==> config.mk <==
export PLATFORM = sky130hd
export DESIGN_NAME = adder_arbiter
export DESIGN_NICKNAME = d
export VERILOG_FILES = /design/src/rtl/adder_arbiter.sv
export SDC_FILE = /design/constraint.sdc
export NUM_CORES = 1
export LEC_CHECK = 0
export ABC_AREA = 1
export CORE_MARGIN = 2
export CORE_UTILIZATION = 44
export DETAILED_ROUTE_END_ITERATION = 12
export PLACE_DENSITY_LB_ADDON = 0.05
export SLEW_MARGIN = 15
export SYNTH_ARGS = -nofsm -noshare
export SYNTH_HDL_FRONTEND = slang
export SYNTH_SLANG_ARGS = --single-unit
==> constraint.sdc <==
create_clock -name clk -period 2 [get_ports clk]
set_input_delay 0.4 -clock clk [delete_from_list [all_inputs] [get_ports clk]]
set_output_delay 0.4 -clock clk [all_outputs]
set_load 0.05 [all_outputs]
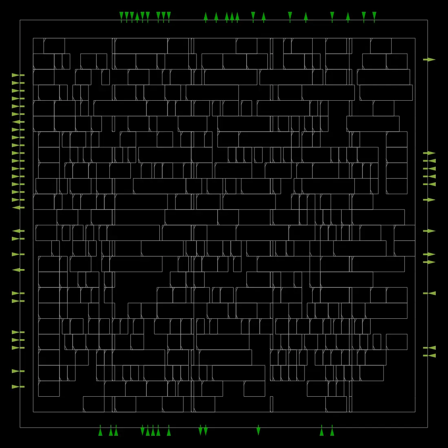
**Above:** placement view.
sequential cell area share: 25.1%
FILL cells: 362
Core ar.: 4350 um2
Finished Core Util: 68.8%
Tap Count: 52

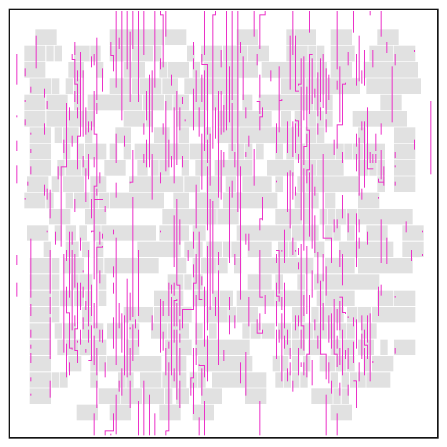
**Above:** the metal 2 layer.
(6 px per um)
main direction: vertical
nets with wire on the layer: 327
longest straight run: 33.4 um
wire length on this layer: 2260 um
share of all routed wire: 49%
GR Util met2: 30.5%
Vias: 1992
WL final: 4600 um

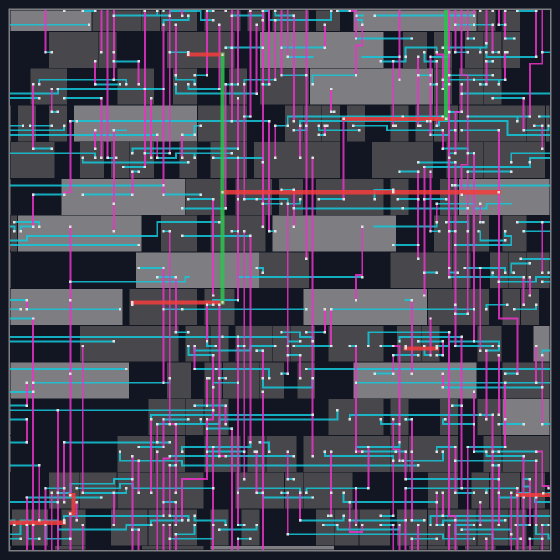
**Above:** a small window of the routed layout.
Window x 16 to 56, y 16 to 56 um. Cells in gray, sequential cells in the stronger gray; small squares are vias.
| layer | color |
|---|---|
| met1 | cyan |
| met4 | green |
| met2 | magenta |
| met3 | red |
sequential cells in the window: 14
most frequent: nand2_1 (25), inv_1 (22), dfrtp_1 (14)
cells with their middle in the window: 144

==> out/metrics.yaml <==
worst_setup_path:
  r2r_setup_slack_ps: 160
  start_kind: "primary input"
  critical_path_class: "in -> reg"
  end_kind: "flip-flop"
  worstPathMaxFanout: 25
  cp.arrival_ps: 2020
synth:
  common_cells: "76 x nand2_1, 54 x inv_1, 30 x dfrtp_1"
  netlist_instances: 268
  aoi_share_pct: 7.88
  synth_nets: 326
  synthTopLogicFamily: "simple AND/OR/NAND/NOR gates"
  synth.largest_area_cell: "dfrtp_1"
  avgSynthCellArea_um2: 7.41
timing:
  setup_slack_ps: 144
  maxSlewViolCount: 0
  slew_headroom_pct: 65.0
  fin_crit_ps: 1860
  setup_viol: 0
  worst_slew_pin_slew_ps: 523
routing:
  drt-initial-drc-count: 125
  route.detailed.drc: 0
  via_per_inst: 4.81
flow_run:
  warning_count: 29
clock_tree:
  root_buffer: "clkbuf_8"
  post-cts-setup-buffers: 0
  cts-buffers-inserted: 5
  cts_tree: "built"
  clockBufferDepth: 2
place:
  post-dp-hpwl_um: 3530
  io_buffers: 76
floorplan:
  die-area_um2: 5070
  row_count: 24
cells_and_area:
  syn_to_final_growth_pct: 50.9
  layout-drive-gt1-share_pct: 14.9
  final_area_um2: 3000
  antenna-diode-count: 0
global_routing:
  grt_usage_pct: 18.7
  grt_pass1_vias: 1762
outcome:
  status: "finished, final reports clean"
[timing repair]
item	CTS	global route
endpoints found under the setup margin	0	9
gates resized	0	2
hold buffers	0	0
[critical path, cell delays in order]
cell	delay, ps
clkdlybuf4s50_1	420
inv_1	80
nand2_1	70
nand3_1	120
nand2_2	90
nor2_4	170
nand3_4	120
nand3_4	120
buf_12	160
nand2_1	60
o211ai_1	100
nand3_1	100
[per-stage QoR]
step	cells	utilization, %
after floorplan	268	-
after global placement	406	66.5
after global routing	414	68.8
final	414	68.8
after detailed placement	406	66.5
after CTS	414	68.6
[power by group]
group	total [mW]	internal [mW]	switching, mW
Sequential	1.00	0.858	0.146
Clock	0.504	0.277	0.227
Combinational	3.64	1.38	2.26
[final cells by class]
| cell class | count | area (um2) |
|---|---|---|
| clock buffers | 7 | 86.3 |
| inverters | 55 | 214 |
| clock inverters | 1 | 5.00 |
| repair buffers | 91 | 896 |
| multi-input cells | 178 | 978 |
| well taps | 52 | 65.1 |
| flip-flops and latches | 30 | 751 |
| fillers | 362 | 1360 |
[layer usage]
metal,GRT usage [%],share of wire [%],up-vias
met5,0,0,-
met1,25.1,45,894
met4,5.66,0.87,0
li1,-,-,1033
met3,3.99,5.3,5
met2,30.5,49,60
[cells by family (layout without fill, tap and decap cells)]
kind of cell,after synthesis,after routing
AND/OR/NAND/NOR,146,146
buffers and inverters,60,154
flip-flops,30,30
AND-OR/OR-AND,24,24
adder cells (fa/ha/maj),4,4
multiplexers,4,4
